Figure 1. Drive-strength map (run 1).
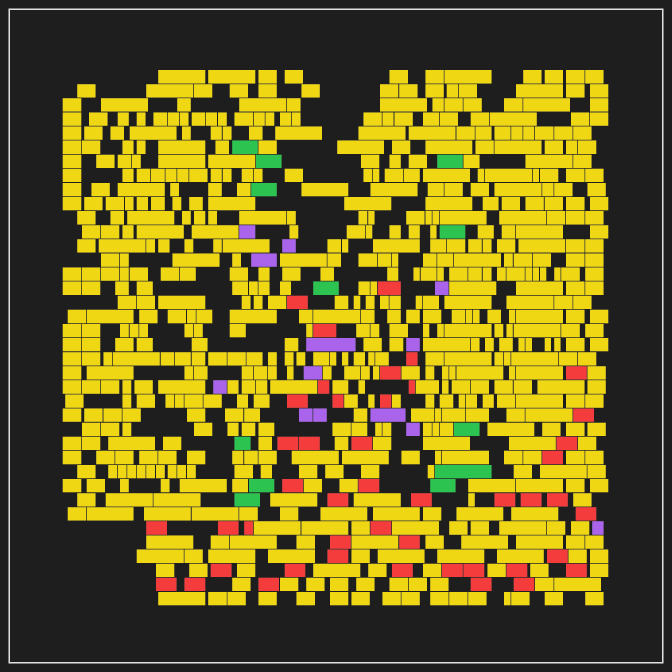
Figure 2. Where the registers sit (run 1).
Bar = 50 um.
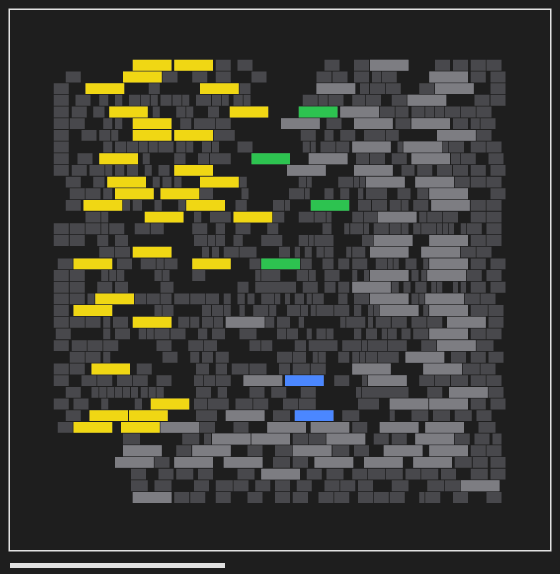
Figure 3. Placement view (run 1).
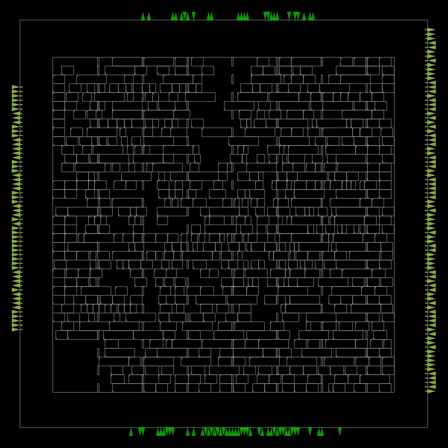
Figure 4. Clock distribution (run 1).
Bar = 50 um.
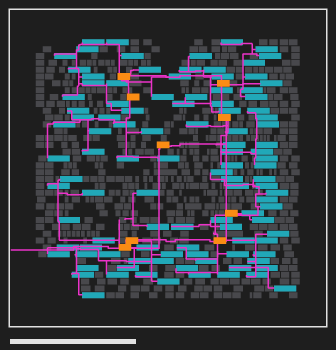
<file path="src/rtl/mem_pkg.sv">
// Shared types and byte-lane helpers for the CPU-side Avalon-MM master.
package mem_pkg;

    typedef enum logic [1:0] {
        SIZE_BYTE = 2'b00,
        SIZE_HALF = 2'b01,
        SIZE_WORD = 2'b10
    } mem_size_t;

    typedef enum logic [1:0] {
        ST_IDLE  = 2'b00,
        ST_BUS   = 2'b01,
        ST_RDATA = 2'b10,
        ST_RESP  = 2'b11
    } state_t;

    // Illegal size code or an access that straddles its natural alignment.
    function automatic logic req_bad(input logic [1:0] size, input logic [1:0] off);
        logic bad;
        case (size)
            SIZE_BYTE: bad = 1'b0;
            SIZE_HALF: bad = off[0];
            SIZE_WORD: bad = (off != 2'b00);
            default:   bad = 1'b1;
        endcase
        return bad;
    endfunction

    function automatic logic [3:0] lane_be(input logic [1:0] size, input logic [1:0] off);
        logic [3:0] be;
        case (size)
            SIZE_BYTE: be = 4'b0001 << off;
            SIZE_HALF: be = off[1] ? 4'b1100 : 4'b0011;
            SIZE_WORD: be = 4'b1111;
            default:   be = 4'b0000;
        endcase
        return be;
    endfunction

    function automatic logic [31:0] lane_wdata(input logic [1:0] size, input logic [1:0] off,
                                               input logic [31:0] data);
        logic [31:0] wd;
        case (size)
            SIZE_BYTE: wd = {24'h0, data[7:0]} << {off, 3'b000};
            SIZE_HALF: wd = {16'h0, data[15:0]} << {off[1], 4'b0000};
            SIZE_WORD: wd = data;
            default:   wd = '0;
        endcase
        return wd;
    endfunction

    function automatic logic [31:0] lane_extract(input logic [1:0] size, input logic [1:0] off,
                                                 input logic sgn, input logic [31:0] data);
        logic [31:0] sh;
        logic [7:0]  b;
        logic [15:0] h;
        logic [31:0] rd;
        sh = data >> {off, 3'b000};
        b  = sh[7:0];
        h  = off[1] ? data[31:16] : data[15:0];
        case (size)
            SIZE_BYTE: rd = {{24{sgn & b[7]}}, b};
            SIZE_HALF: rd = {{16{sgn & h[15]}}, h};
            SIZE_WORD: rd = data;
            default:   rd = '0;
        endcase
        return rd;
    endfunction

endpackage

</file>
<file path="src/rtl/avm_lane_align.sv">
// Combinational byte-lane alignment: store shift/byte-enables and load extract/extend.
module avm_lane_align
    import mem_pkg::*;
(
    input  logic [1:0]  size,
    input  logic [1:0]  offset,
    input  logic        sgn,
    input  logic [31:0] wdata_in,
    input  logic [31:0] rdata_in,
    output logic [3:0]  be,
    output logic [31:0] wdata_out,
    output logic [31:0] rdata_out
);

    // Pure lane mapping; no state.
    always_comb begin
        be        = lane_be(size, offset);
        wdata_out = lane_wdata(size, offset, wdata_in);
        rdata_out = lane_extract(size, offset, sgn, rdata_in);
    end

endmodule

</file>
<file path="src/rtl/avalon_mem_master.sv">
// CPU-side Avalon-MM initiator: one load/store at a time, lane alignment, optional stall timeout.
module avalon_mem_master
    import mem_pkg::*;
#(
    parameter int unsigned TIMEOUT_CYCLES = 0
)
(
    input  logic        clk,
    input  logic        reset,
    input  logic        req_valid,
    output logic        req_ready,
    input  logic        req_write,
    input  logic [1:0]  req_size,
    input  logic        req_signed,
    input  logic [31:0] req_addr,
    input  logic [31:0] req_wdata,
    output logic        rsp_valid,
    output logic [31:0] rsp_rdata,
    output logic        rsp_error,
    output logic [31:0] avm_address,
    output logic        avm_read,
    output logic        avm_write,
    output logic [31:0] avm_writedata,
    output logic [3:0]  avm_byteenable,
    input  logic [31:0] avm_readdata,
    input  logic        avm_waitrequest
);

    state_t      state_q, state_d;
    logic [31:0] addr_q,  addr_d;
    logic [1:0]  size_q,  size_d;
    logic        sgn_q,   sgn_d;
    logic        write_q, write_d;
    logic [31:0] wdata_q, wdata_d;
    logic [3:0]  be_q,    be_d;
    logic [31:0] rdata_q, rdata_d;
    logic        err_q,   err_d;
    logic [31:0] tcnt_q,  tcnt_d;

    logic [1:0]  al_size;
    logic [1:0]  al_off;
    logic [3:0]  al_be;
    logic [31:0] al_wdata;
    logic [31:0] al_rdata;
    logic [31:0] tcnt_inc;
    logic        timeout_hit;

    // One aligner serves both paths: live request fields while idle, latched fields afterwards.
    always_comb begin
        if (state_q == ST_IDLE) begin
            al_size = req_size;
            al_off  = req_addr[1:0];
        end else begin
            al_size = size_q;
            al_off  = addr_q[1:0];
        end
    end

    avm_lane_align u_align (
        .size      (al_size),
        .offset    (al_off),
        .sgn       (sgn_q),
        .wdata_in  (req_wdata),
        .rdata_in  (avm_readdata),
        .be        (al_be),
        .wdata_out (al_wdata),
        .rdata_out (al_rdata)
    );

    // Stall-cycle limit check; disabled when TIMEOUT_CYCLES is zero.
    always_comb begin
        tcnt_inc    = tcnt_q + 32'd1;
        timeout_hit = (TIMEOUT_CYCLES != 0) && (tcnt_inc == TIMEOUT_CYCLES);
    end

    // Next-state and request-latch logic.
    always_comb begin
        state_d = state_q;
        addr_d  = addr_q;
        size_d  = size_q;
        sgn_d   = sgn_q;
        write_d = write_q;
        wdata_d = wdata_q;
        be_d    = be_q;
        rdata_d = rdata_q;
        err_d   = err_q;
        tcnt_d  = tcnt_q;
        case (state_q)
            ST_IDLE: begin
                tcnt_d = '0;
                if (req_valid) begin
                    addr_d  = req_addr;
                    size_d  = req_size;
                    sgn_d   = req_signed;
                    write_d = req_write;
                    rdata_d = '0;
                    if (req_bad(req_size, req_addr[1:0])) begin
                        err_d   = 1'b1;
                        be_d    = '0;
                        wdata_d = '0;
                        state_d = ST_RESP;
                    end else begin
                        err_d   = 1'b0;
                        be_d    = al_be;
                        wdata_d = req_write ? al_wdata : '0;
                        state_d = ST_BUS;
                    end
                end
            end
            ST_BUS: begin
                if (avm_waitrequest) begin
                    tcnt_d = tcnt_inc;
                    if (timeout_hit) begin
                        err_d   = 1'b1;
                        state_d = ST_RESP;
                    end
                end else begin
                    state_d = write_q ? ST_RESP : ST_RDATA;
                end
            end
            ST_RDATA: begin
                rdata_d = al_rdata;
                state_d = ST_RESP;
            end
            ST_RESP: begin
                state_d = ST_IDLE;
            end
            default: state_d = ST_IDLE;
        endcase
    end

    // State and request registers; async reset aborts any transfer in flight.
    always_ff @(posedge clk or posedge reset) begin
        if (reset) begin
            state_q <= ST_IDLE;
            addr_q  <= '0;
            size_q  <= '0;
            sgn_q   <= 1'b0;
            write_q <= 1'b0;
            wdata_q <= '0;
            be_q    <= '0;
            rdata_q <= '0;
            err_q   <= 1'b0;
            tcnt_q  <= '0;
        end else begin
            state_q <= state_d;
            addr_q  <= addr_d;
            size_q  <= size_d;
            sgn_q   <= sgn_d;
            write_q <= write_d;
            wdata_q <= wdata_d;
            be_q    <= be_d;
            rdata_q <= rdata_d;
            err_q   <= err_d;
            tcnt_q  <= tcnt_d;
        end
    end

    // Outputs decode straight from state so reset drops read/write without waiting for an edge.
    always_comb begin
        req_ready      = (state_q == ST_IDLE);
        avm_read       = (state_q == ST_BUS) && !write_q;
        avm_write      = (state_q == ST_BUS) &&  write_q;
        avm_address    = {addr_q[31:2], 2'b00};
        avm_writedata  = wdata_q;
        avm_byteenable = be_q;
        rsp_valid      = (state_q == ST_RESP);
        rsp_rdata      = rdata_q;
        rsp_error      = err_q;
    end

endmodule

</file>
<file path="config.mk">
export PLATFORM = sky130hd
export DESIGN_NAME = avalon_mem_master
export DESIGN_NICKNAME = d
export VERILOG_FILES = /design/src/rtl/mem_pkg.sv /design/src/rtl/avm_lane_align.sv /design/src/rtl/avalon_mem_master.sv
export SDC_FILE = /design/constraint.sdc
export NUM_CORES = 1
export LEC_CHECK = 0
export CAP_MARGIN = 20
export CORE_MARGIN = 10
export CORE_UTILIZATION = 50
export CTS_BUF_LIST = sky130_fd_sc_hd__clkbuf_8
export DETAILED_ROUTE_END_ITERATION = 7
export MAX_ROUTING_LAYER = met4
export PLACE_DENSITY = 0.89
export SLEW_MARGIN = 20
export SYNTH_ARGS = -nofsm -noshare
export SYNTH_HDL_FRONTEND = slang
export SYNTH_SLANG_ARGS = --single-unit
</file>
<file path="constraint.sdc">
create_clock -name clk -period 10.09 [get_ports clk]
set_input_delay 2.5225 -clock clk [delete_from_list [all_inputs] [get_ports clk]]
set_output_delay 2.5225 -clock clk [all_outputs]
set_load 0.005 [all_outputs]
</file>
==> Slide: Implementation Results, run 1 <==
Synthesis and Place & Route Summary

Power and ir drop
  – Clock group power: 0.270 mW
  – Combinational Power Share: 53.8%
  – Clock share of power: 12.4%
  – Lkg Pwr: 3.13 nW
  – Peak supply drop: 0.145 mV
  – Total power draw: 2.18 mW
  – Sw Pwr: 0.840 mW

Yosys
  – Synth Flop Type: dfrtp_1
  – Synth area leader: dfrtp_1
  – Fraction of registers with async set/reset: 100%
  – Multiplexer share: 9.24%
  – Yosys top cell by instances: dfrtp_1
  – Register bit total from synthesis: 107
  – Post-synth EDFFs: 0
  – Xor+xnor area frac: 0%
  – Chip area in the Yosys report: 5590 um^2
  – Complex Gates by Area: 24.6%
  – Synth warn: 0
  – Top non-seq family: AND-OR/OR-AND gates
  – Mapped Cells: 521

Critical path
  – Nature of the critical path startpoint: input pin
  – Worst setup EP type: flop
  – Buffers plus inverters on the worst setup path: 1
  – Worst path max stage delay: 880 ps
  – Slowest CP cell: nor3b_1
  – Worst Path Arrival: 5480 ps
  – Ordered cell list for the critical path: clkdlybuf4s50_1, nor4bb_1, or4_1, nor3b_1, a22oi_1, nand2_1
  – Stages on worst setup path: 6
  – Cells on worst reg2reg path: 8

Global routing
  – Met2 usage: 35.1%
  – Largest net degree at the start of global routing: 80
  – Vias in the first global route: 4997
  – Initial antenna violation count: 0
  – Busiest grt layer: met2
  – Total gr overflow: 0

Final layout
  – Comb gates: 336
  – Non-clock buffers, area share: 27.6%
  – Area growth, synth to finish: 36.7%
  – Fill cell count: 797
  – Final core occ: 70.2%
  – Share of cells above drive strength 1: 10.4%
  – Comb area: 2460 um^2

Final timing
  – Worst slew pin tran: 1000 ps
  – Final Hold Slack: 478 ps
  – Post-route setup TNS: 0 ps
  – Slew headroom: 33.1%
  – Max Clock Freq: 193 MHz
  – Fin crit period: 5190 ps

Job
  – MaxCap Viol Count: 0
  – Tool warnings: 29

Placement
  – Cell count after placement: 800
  – Post-DP Area: 7440 um^2
  – PortBufs: 206
  – GP Congestion: 0.954

Route
  – DRC viols: 0
  – DR WL/cell: 23.1 um
  – Uppermost layer routed: met4
  – DR iter-0 viols: 786

Outcome
  – Status: finished, final reports clean

Worst hold path
  – Hold depth: 2
  – Hold Path Sink: avm_writedata[14]
  – Hold Crit Class: flop to flop
  – Hold Startpoint: avm_writedata[14]

Clocking
  – Clock root cell: clkbuf_8
  – CTS tree: done
  – Bufs on Longest Clock Path: 2
  – CTS sink count: 107
  – CTS Buf Count: 9
  – Cts repair resizes: 0
  – CTS clock-pin slew for the worst setup and hold paths: 90 ps
  – Late-Pin Clk Latency: 370 ps
  – H-tree depth: 3

Die
  – Die Height: 126 um
  – Tapcell Cnt: 140
  – Chip width: 126 um
  – IO Count: 209
## Picture notes: Figure 1
Red marks _2 cells, cells 45. Yellow marks _0 and _1 cells, cells 606. Purple marks _3 and _4 cells, cells 13. Green marks _6 and larger, cells 12.

## Picture notes: Figure 2
Blue marks `size_q`, placed flops 2. Yellow marks `rsp_rdata`, placed flops 32, where a column on the left. Green marks `avm_byteenable`, placed flops 4.
Another 69 sequential cells are not colored.

## Picture notes: Figure 3
FF+latch count: 107
Core ar.: 10900 um^2
row count: 38

## Picture notes: Figure 4
Cyan marks flip-flops, count 107. Orange marks clock drivers, count 9. Magenta marks clock wires, length 1240 um.
There are 10 routed clock nets.

--- run 2 (diff from run 1) ---
Settings changed: CORE_UTILIZATION 50 to 42, PLACE_DENSITY 0.89 to 0.8.
Clock period 10.09 ns to 4.7 ns, I/O delays scaled along.
Figure 5. Where the registers sit (run 2).
Bar = 50 um.
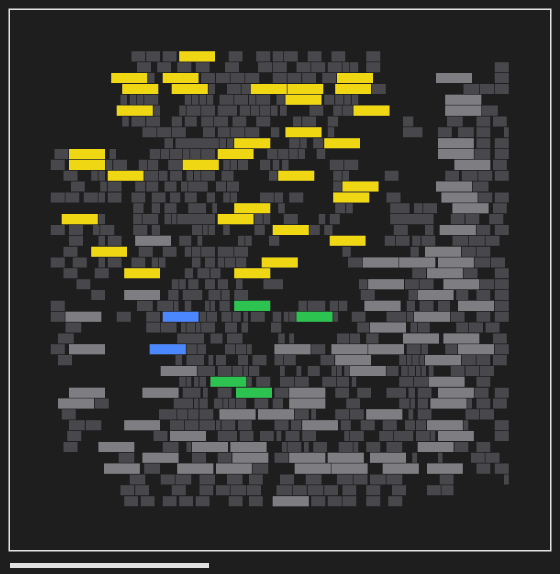
Blue marks `size_q`, placed flops 2. Green marks `avm_byteenable`, placed flops 4. Yellow marks `rsp_rdata`, placed flops 32.
Another 69 sequential cells are not colored.

==> run 2 against run 1 <==
  * Global-route usage is 2.8 points lower
  * Non-clock buffer count is 2 higher
  * Power is 120% higher
  * First-iteration DRC count is 1.1% lower
  * Sequential cell count stayed put
  * Register-to-register slack worse by 5100 ps
  * Critical path depth stayed put
  * Clock skew is 7.5 ps higher
  * Sequential share of layout area is 0.35 points lower
  * Critical path type unchanged
  * Largest power group unchanged
==> Slide: Implementation Results, run 2 <==
Synthesis and Place & Route Summary

Final timing
  – Worst slew pin tran: 1060 ps
  – Final Hold Slack: 483 ps
  – Fin crit period: 3510 ps
  – Max Clock Freq: 285 MHz
  – Slew headroom: 29.4%

Yosys
  – Synth warn: 0
  – Post-synth EDFFs: 0
  – Chip area in the Yosys report: 5590 um^2
  – Yosys top cell by instances: dfrtp_1
  – Register bit total from synthesis: 107
  – Multiplexer share: 9.24%
  – Fraction of registers with async set/reset: 100%
  – Top non-seq family: AND-OR/OR-AND gates
  – Mapped Cells: 521
  – Complex Gates by Area: 24.6%
  – Xor+xnor area frac: 0%

Worst hold path
  – Hold Startpoint: avm_writedata[8]
  – Hold Crit Class: flop to flop
  – Hold depth: 2
  – Hold Path Sink: avm_writedata[8]

Clocking
  – CTS sink count: 107
  – CTS Buf Count: 9
  – CTS clock-pin slew for the worst setup and hold paths: 110 ps
  – H-tree depth: 3
  – Clock root cell: clkbuf_8
  – Cts repair resizes: 0
  – Bufs on Longest Clock Path: 2
  – CTS tree: done

Final layout
  – Area growth, synth to finish: 38.0%
  – Non-clock buffers, area share: 27.5%
  – Final core occ: 58.7%
  – Comb gates: 336
  – Share of cells above drive strength 1: 10.6%

Die
  – Chip width: 135 um
  – Tapcell Cnt: 176
  – Die Height: 135 um
  – Core ar.: 13100 um^2
  – IO Count: 209

Global routing
  – Busiest grt layer: met2
  – Total gr overflow: 0
  – Initial antenna violation count: 0
  – Met2 usage: 33.6%
  – Vias in the first global route: 5173

Power and ir drop
  – Clock group power: 0.636 mW
  – Peak supply drop: 0.277 mV
  – Lkg Pwr: 3.14 nW
  – Total power draw: 4.79 mW
  – Combinational Power Share: 53.5%
  – Sw Pwr: 1.84 mW

Critical path
  – Ordered cell list for the critical path: clkdlybuf4s50_1, nor4bb_1, or4_1, nor3b_1, a22oi_1, nand2_1
  – Nature of the critical path startpoint: input pin
  – Worst path max stage delay: 870 ps
  – Stages on worst setup path: 6
  – Slowest CP cell: nor3b_1
  – Worst Path Arrival: 3830 ps

Job
  – MaxCap Viol Count: 0
  – Tool warnings: 29

Placement
  – Cell count after placement: 838
  – PortBufs: 206
  – Post-DP Area: 7500 um^2

Outcome
  – Status: finished, final reports clean

Route
  – Uppermost layer routed: met4
  – DR iter-0 viols: 777
  – DR WL/cell: 22.4 um
  – DRC viols: 0
Figure 6. Routed metal per tile (run 2).
The die is cut into 27 by 27 equal tiles; dark blue is low, red is high, scaled to the fullest tile. Values are wire area over tile area, all layers added.
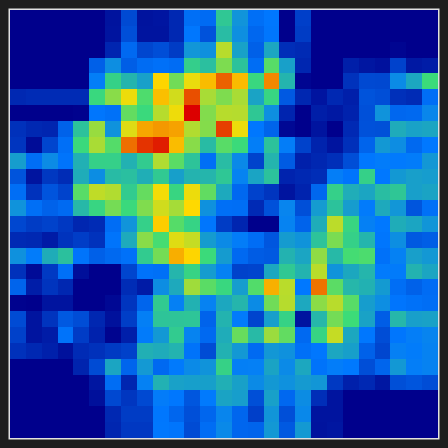
The emptiest ninth of the die: bottom left. The fullest tile reaches 0.68. 17% of the tiles are nearly empty. The mean over all tiles is 0.17.

--- run 3 (diff from run 2) ---
Clock period 4.7 ns to 2.89 ns, I/O delays scaled along.
Figure 7. Clock distribution (run 3).
Bar = 50 um.
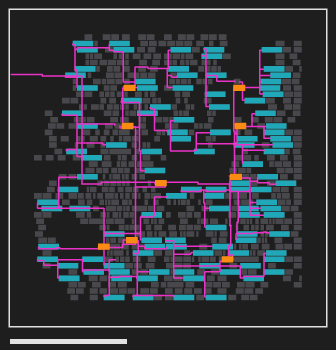
Late-Pin Clk Latency: 390 ps
clock skew: 17.1 ps
clock share of power: 12.3%
clock group power: 0.966 mW

==> run 3 against run 2 <==
  * The flow now finishes with violations (DRC)
  * Clock skew fell by 1.8 ps
  * Routed wire length fell by 0.13%
  * Sequential power rose by 62%
  * Combinational power rose by about 70%
  * Area after synthesis did not move
  * Highest routed layer unchanged
  * Utilization rose by 1.4 points
  * Largest cell class unchanged
  * Sequential share of layout area fell by 0.81 points
  * Synthesized cell count did not move
==> Slide: Implementation Results, run 3 <==
Synthesis and Place & Route Summary

Power and ir drop
  – Net Sw Frac: 38.5%
  – Lkg Pwr: 3.24 nW
  – Sw Pwr: 3.03 mW
  – Combinational Power Share: 55.2%
  – Total power draw: 7.89 mW

Final layout
  – Comb gates: 336
  – Non-clock buffers, area share: 29.3%
  – Post-route cell area: 7900 um^2
  – Comb area: 2460 um^2
  – FF+latch count: 107
  – Area growth, synth to finish: 41.3%
  – Final core occ: 60.1%
  – Share of cells above drive strength 1: 13.6%

Route
  – Uppermost layer routed: met4
  – DRC viols: 1
  – DR WL/cell: 21.8 um
  – DR iter-0 viols: 690

Die
  – Core ar.: 13100 um^2
  – IO Count: 209
  – Die Height: 135 um
  – Chip width: 135 um

Critical path
  – Worst setup EP type: flop
  – CP endpoint: rsp_rdata[24]
  – Cells on worst reg2reg path: 8
  – Worst path max stage delay: 690 ps
  – Stages on worst setup path: 8
  – Critical path class: flop to flop
  – Slowest CP cell: or4b_4
  – Nature of the critical path startpoint: flop
  – Ordered cell list for the critical path: inv_1, ha_1, buf_4, nor2_2, a22o_1, nor2b_1, or4b_4, a31oi_1

Yosys
  – Area share, top type: 47.9%
  – Mapped Cells: 521
  – Post-synth EDFFs: 0
  – Syn_area_per_cell: 10.7 um^2
  – Yosys top cell by instances: dfrtp_1
  – Xor+xnor area frac: 0%
  – Multiplexer share: 9.24%
  – Top non-seq family: AND-OR/OR-AND gates
  – Synth Flop Type: dfrtp_1
  – Complex Gates by Area: 24.6%
  – Fraction of registers with async set/reset: 100%
  – Commonest cells in the netlist: dfrtp_1, a21oi_1, mux2_2, nand2_1, buf_4
  – Register bit total from synthesis: 107
  – Chip area in the Yosys report: 5590 um^2

Clocking
  – CTS tree: done
  – CTS sink count: 107
  – CTS Buf Count: 9
  – Cts repair resizes: 0
  – CTS clock-pin slew for the worst setup and hold paths: 110 ps
  – Clock root cell: clkbuf_8
  – H-tree depth: 3
  – Bufs on Longest Clock Path: 2
  – Post-CTS Hold Fix Bufs: 0

Job
  – MaxCap Viol Count: 0
  – Tool warnings: 31

Global routing
  – Vias in the first global route: 5298
  – Global-route wire length before repair: 29500 um
  – Largest net degree at the start of global routing: 108
  – Busiest grt layer: met2
  – GR Util met3: 4.64%
  – Initial antenna violation count: 0
  – Total gr overflow: 0
  – Met2 usage: 34.4%

Worst hold path
  – Hold Crit Class: flop to flop
  – Hold Startpoint: avm_writedata[11]
  – Hold Path Sink: avm_writedata[11]

Outcome
  – Failing checks: DRC
  – Status: finished, violations left

Placement
  – Cell count after placement: 859
  – PortBufs: 206
  – GP Congestion: 0.890

Final timing
  – Slew headroom: 56.3%
  – Fin crit period: 2700 ps
  – Final Hold Slack: 493 ps
  – Post-route setup TNS: 0 ps
  – Max Clock Freq: 370 MHz
  – Worst slew pin tran: 655 ps
Figure 8. Placement view (run 3).
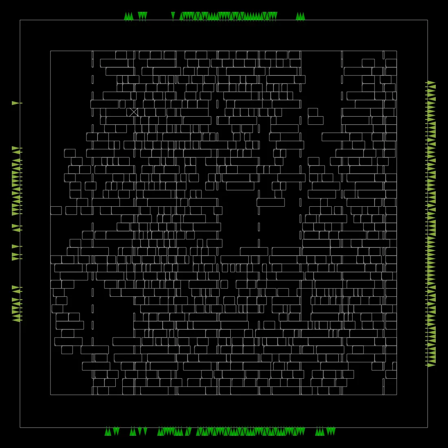
fill cell count: 1091
non-filler cells in the finished layout: 875

Power figures rest on the tool's default switching activity, not on a simulated workload.
